$ cat src/rtl/fclass_gen_if.sv
// Request/stream bundle for the class-targeted binary32 generator.
// The slave side is the generator; the master side is the requester/consumer.
interface fclass_gen_if #(
    parameter int COUNT_W = 8
) ();
    logic               req_valid;
    logic               req_ready;
    logic [9:0]         req_class;
    logic [COUNT_W-1:0] req_count;
    logic               out_valid;
    logic               out_ready;
    logic [31:0]        out_data;
    logic               out_last;
    logic               err;
    logic               busy;

    modport master (
        output req_valid, req_class, req_count, out_ready,
        input  req_ready, out_valid, out_data, out_last, err, busy
    );

    modport slave (
        input  req_valid, req_class, req_count, out_ready,
        output req_ready, out_valid, out_data, out_last, err, busy
    );
endinterface

$ cat src/rtl/fclass_gen_s.sv
// Inverse FCLASS.S: streams req_count pseudo-random binary32 values of one requested class.
// Randomness comes from a 32-bit Galois LFSR that advances only when a beat transfers.
module fclass_gen_s #(
    parameter int          COUNT_W = 8,
    parameter logic [31:0] SEED    = 32'hACE12468
) (
    input  logic        clk,
    input  logic        rst,
    fclass_gen_if.slave bus
);

    typedef enum logic {
        IDLE = 1'b0,
        GEN  = 1'b1
    } state_t;

    // x^32 + x^22 + x^2 + x + 1, right-shifting Galois form
    localparam logic [31:0] LFSR_TAPS = 32'h8020_0003;

    state_t             state_q, state_d;
    logic [31:0]        lfsr_q, lfsr_d;
    logic [COUNT_W-1:0] remaining_q, remaining_d;
    logic [9:0]         class_q, class_d;
    logic               err_q, err_d;

    function automatic logic [31:0] lfsr_step(input logic [31:0] r);
        logic [31:0] nxt;
        nxt = r >> 1;
        if (r[0]) begin
            nxt = nxt ^ LFSR_TAPS;
        end
        return nxt;
    endfunction

    function automatic logic is_one_hot(input logic [9:0] c);
        return (c != 10'd0) && ((c & (c - 10'd1)) == 10'd0);
    endfunction

    // Classes 0..3 are the negative finite/infinite classes; NaNs take their sign from r[31].
    function automatic logic [31:0] encode(input logic [9:0] cls, input logic [31:0] r);
        logic        s;
        logic [7:0]  e_norm;
        logic [22:0] m_sub;
        logic [21:0] m_snan;
        logic [31:0] val;
        s      = |cls[3:0];
        e_norm = r[30:23];
        if (e_norm == 8'h00) begin
            e_norm = 8'h01;
        end else if (e_norm == 8'hFF) begin
            e_norm = 8'hFE;
        end
        m_sub  = (r[22:0] == 23'd0) ? 23'h000001 : r[22:0];
        m_snan = (r[21:0] == 22'd0) ? 22'h000001 : r[21:0];
        val    = 32'h0;
        if (cls[0] || cls[7]) begin
            val = {s, 8'hFF, 23'h0};
        end else if (cls[1] || cls[6]) begin
            val = {s, e_norm, r[22:0]};
        end else if (cls[2] || cls[5]) begin
            val = {s, 8'h00, m_sub};
        end else if (cls[3] || cls[4]) begin
            val = {s, 31'h0};
        end else if (cls[8]) begin
            val = {r[31], 8'hFF, 1'b0, m_snan};
        end else if (cls[9]) begin
            val = {r[31], 8'hFF, 1'b1, r[21:0]};
        end
        return val;
    endfunction

    logic xfer;
    logic last_beat;

    assign last_beat = (remaining_q == COUNT_W'(1));
    assign xfer      = (state_q == GEN) && bus.out_ready;

    always_comb begin
        state_d     = state_q;
        lfsr_d      = lfsr_q;
        remaining_d = remaining_q;
        class_d     = class_q;
        err_d       = 1'b0;
        case (state_q)
            IDLE: begin
                if (bus.req_valid) begin
                    if (!is_one_hot(bus.req_class) || (bus.req_count == '0)) begin
                        err_d = 1'b1;
                    end else begin
                        class_d     = bus.req_class;
                        remaining_d = bus.req_count;
                        state_d     = GEN;
                    end
                end
            end
            GEN: begin
                if (xfer) begin
                    lfsr_d      = lfsr_step(lfsr_q);
                    remaining_d = remaining_q - COUNT_W'(1);
                    if (last_beat) begin
                        state_d = IDLE;
                    end
                end
            end
            default: state_d = IDLE;
        endcase
    end

    always_ff @(posedge clk) begin
        if (rst) begin
            state_q     <= IDLE;
            lfsr_q      <= SEED;
            remaining_q <= '0;
            class_q     <= '0;
            err_q       <= 1'b0;
        end else begin
            state_q     <= state_d;
            lfsr_q      <= lfsr_d;
            remaining_q <= remaining_d;
            class_q     <= class_d;
            err_q       <= err_d;
        end
    end

    // out_data is a pure function of registers that only move on transfer, so it holds under backpressure
    assign bus.req_ready = (state_q == IDLE);
    assign bus.busy      = (state_q == GEN);
    assign bus.out_valid = (state_q == GEN);
    assign bus.out_last  = (state_q == GEN) && last_beat;
    assign bus.out_data  = (state_q == GEN) ? encode(class_q, lfsr_q) : 32'h0;
    assign bus.err       = err_q;

endmodule
$ cat src/flat_wrapper.sv
// flat-port wrapper written by rule: the top's interface ports become plain ports
module fclass_gen_s_flat 
#(
    parameter int          COUNT_W = 8,
    parameter logic [31:0] SEED    = 32'hACE12468
)
  (clk, rst, bus_req_valid, bus_req_class, bus_req_count, bus_out_ready, bus_req_ready, bus_out_valid, bus_out_data, bus_out_last, bus_err, bus_busy);
  fclass_gen_if #(.COUNT_W(COUNT_W)) bus_i ();
  input  logic clk;
  input  logic rst;
  input wire logic [$bits(bus_i.req_valid)-1:0] bus_req_valid;
  input wire logic [$bits(bus_i.req_class)-1:0] bus_req_class;
  input wire logic [$bits(bus_i.req_count)-1:0] bus_req_count;
  input wire logic [$bits(bus_i.out_ready)-1:0] bus_out_ready;
  output wire logic [$bits(bus_i.req_ready)-1:0] bus_req_ready;
  output wire logic [$bits(bus_i.out_valid)-1:0] bus_out_valid;
  output wire logic [$bits(bus_i.out_data)-1:0] bus_out_data;
  output wire logic [$bits(bus_i.out_last)-1:0] bus_out_last;
  output wire logic [$bits(bus_i.err)-1:0] bus_err;
  output wire logic [$bits(bus_i.busy)-1:0] bus_busy;
  assign bus_i.req_valid = bus_req_valid;
  assign bus_i.req_class = bus_req_class;
  assign bus_i.req_count = bus_req_count;
  assign bus_i.out_ready = bus_out_ready;
  assign bus_req_ready = bus_i.req_ready;
  assign bus_out_valid = bus_i.out_valid;
  assign bus_out_data = bus_i.out_data;
  assign bus_out_last = bus_i.out_last;
  assign bus_err = bus_i.err;
  assign bus_busy = bus_i.busy;
  fclass_gen_s #(.COUNT_W(COUNT_W), .SEED(SEED)) u_core (.clk(clk), .rst(rst), .bus(bus_i));
endmodule
$ cat config.mk
export PLATFORM = sky130hd
export DESIGN_NAME = fclass_gen_s_flat
export DESIGN_NICKNAME = d
export VERILOG_FILES = /design/src/rtl/fclass_gen_if.sv /design/src/rtl/fclass_gen_s.sv /design/src/flat_wrapper.sv
export SDC_FILE = /design/constraint.sdc
export NUM_CORES = 1
export LEC_CHECK = 0
export ABC_AREA = 1
export CAP_MARGIN = 30
export CELL_PAD_IN_SITES_DETAIL_PLACEMENT = 2
export CELL_PAD_IN_SITES_GLOBAL_PLACEMENT = 2
export CORE_UTILIZATION = 29
export DETAILED_ROUTE_END_ITERATION = 8
export PLACE_DENSITY_LB_ADDON = 0.12
export SLEW_MARGIN = 40
export SYNTH_ARGS = -nofsm -noshare
export SYNTH_HDL_FRONTEND = slang
export SYNTH_SLANG_ARGS = --single-unit
$ cat constraint.sdc
create_clock -name clk -period 4.2 [get_ports clk]
set_input_delay 0.63 -clock clk [delete_from_list [all_inputs] [get_ports clk]]
set_output_delay 0.63 -clock clk [all_outputs]
set_load 0.1 [all_outputs]
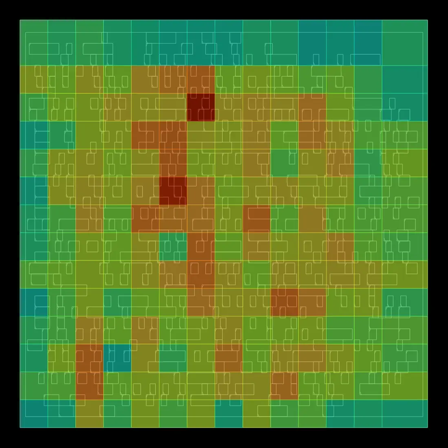
Fig. 1. Congestion heat map.
gr usage total: 18.7%
WL per Instance: 14.0 um

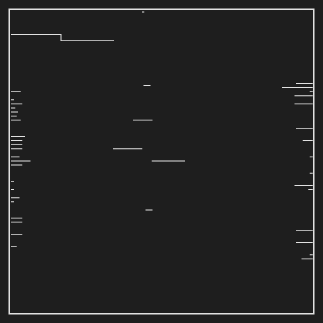
Fig. 2. M3 wires.
Drawn at 3 px/um.
wire length on this layer: 184 um
main direction: horizontal
longest straight run: 17.5 um
share of all routed wire: 2.1%
WL final: 8750 um
DR vias: 3057
M3 GR Usage: 1.94%

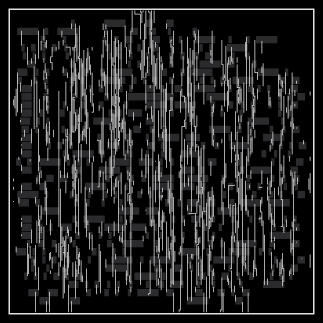
Fig. 3. The metal 2 layer.
Drawn at 3 px/um. Cells faint in the background.
nets with wire on the layer: 464
wire length on this layer: 4300 um
grt met2 use: 34.1%

kinds of logic after synthesis:
group           count (synthesis)  share of synthesized area [%]
buf+inv                        68                           10.3
simple gates                  234                           33.8
fa+ha+maj                       3                           1.32
compound gates                 91                           17.6
flops                          52                           36.6
xor+xnor                        1                          0.308
cell usage in the layout, fill, tap and decap left out, types with 5 or more instances in the layout:
cell type        count
nand4_1              5
o211ai_1             7
nand3_1             23
a21oi_1             20
o21ai_1             11
clkbuf_8             7
dfxtp_1             52
inv_1               45
o21ai_0             43
nor2_1             110
nand2_1             86
clkdlybuf4s50_1     21
buf_4               36
per-stage QoR:
step                      utilization [%]  cell area [um^2]  power, mW
final                                37.5              3510      0.950
after global routing                 37.5              3510      0.990
after CTS                            37.5              3510      0.967
after detailed placement             36.2              3390      0.579
after global placement               36.4              3410      0.578
after floorplan                         -              2850      0.545
power breakdown:
part	internal (mW)	switching, mW	total, mW
combinational	0.0302	0.0410	0.0712
clock	0.211	0.173	0.383
sequential	0.494	0.00105	0.495
registers in the layout (all words and copies together) (netlist names):
| name | flops |
|---|---|
| u_core.bus.busy | 1 |
| u_core.class_q | 10 |
| u_core.bus.err | 1 |
| u_core.lfsr_q | 32 |
| u_core.remaining_q | 8 |
layer usage:
metal	GRT usage, %	up-vias	part of all wire [%]
met5	0	-	0
met4	4.91	0	1.0
met3	1.94	7	2.1
met2	34.1	44	49
met1	23.3	1480	48
li1	-	1526	-
cell usage after synthesis:
master | number | area (um^2)
clkinv_1 | 1 | 3.75
o22a_1 | 1 | 8.76
buf_4 | 3 | 22.5
o21ai_2 | 2 | 17.5
nor2_1 | 110 | 413
o211ai_1 | 7 | 52.6
clkbuf_1 | 13 | 48.8
nand3_2 | 1 | 10.0
buf_1 | 2 | 7.51
inv_1 | 45 | 169
nor2_4 | 1 | 11.3
xnor2_1 | 1 | 8.76
buf_2 | 1 | 5.00
nand3_4 | 1 | 17.5
a21boi_1 | 1 | 7.51
o31ai_1 | 2 | 15.0
a31oi_1 | 1 | 6.26
nor2_2 | 2 | 12.5
clkbuf_8 | 1 | 13.8
o21ai_1 | 11 | 55.1
buf_6 | 2 | 22.5
o21ai_0 | 43 | 215
nor4_1 | 2 | 12.5
a211oi_1 | 2 | 15.0
o21a_1 | 1 | 7.51
nand2_1 | 86 | 323
nor3_1 | 3 | 15.0
nand3_1 | 23 | 115
dfxtp_1 | 52 | 1040
a21oi_1 | 20 | 100
ha_1 | 3 | 37.5
nand4_1 | 5 | 31.3
final timing paths:
check,endpoint,from,cells after the start
setup / recovery,bus_out_data[1],u_core.lfsr_q[0]$_SDFFE_PP0P_,10
hold / removal,u_core.class_q[5]$_SDFFE_PP0P_,u_core.class_q[5]$_SDFFE_PP0P_,2
setup reg to reg,u_core.class_q[0]$_SDFFE_PP0P_,u_core.bus.busy$_SDFF_PP0_,8
hold reg to reg,u_core.class_q[5]$_SDFFE_PP0P_,u_core.class_q[5]$_SDFFE_PP0P_,2
worst reg2reg max path, cell delays in order (launching register included):
cell      delay, ns
dfxtp_1        0.32
buf_4          0.24
inv_1          0.26
nand2_1        0.15
inv_1          0.07
nand3_4        0.28
clkinv_1       0.34
nor2_1         0.19
nor2_1         0.06
==> impl_metrics.yaml <==
# flow metrics
status:
  status: "finished, final reports clean"
clocking:
  tritoncts: "built"
  cts_num_sinks: 52
  clkTransAtPathRegs_ns: 0.10
  cts_inserted_buffers: 5
worst_setup_path:
  crit_buf_inv: 4
  crit_path_max_fanout: 19
drt:
  ant_nets: 0
floorplanning:
  taps: 129
finish:
  nClkBuffers: 7
  diodes: 0
  clk_share_pct: 3.60
  nNonClkBuffers: 61
  seq_area_um2: 1040
  seq_area_share_pct: 29.6
  comb_area_share_pct: 43.0
logic_synthesis:
  ys_area_um2: 2840
  synth.avg_cell_area_um2: 6.33
grt:
  overflow: 0
  antenna_found_initial: 0
power:
  p_leak_nw: 1.58
placement:
  dp_hpwl_um: 6560
flow_run:
  warnings: 27
sta:
  finalCritPeriodShare_pct: 74.2
Power figures rest on the tool's default switching activity, not on a simulated workload.
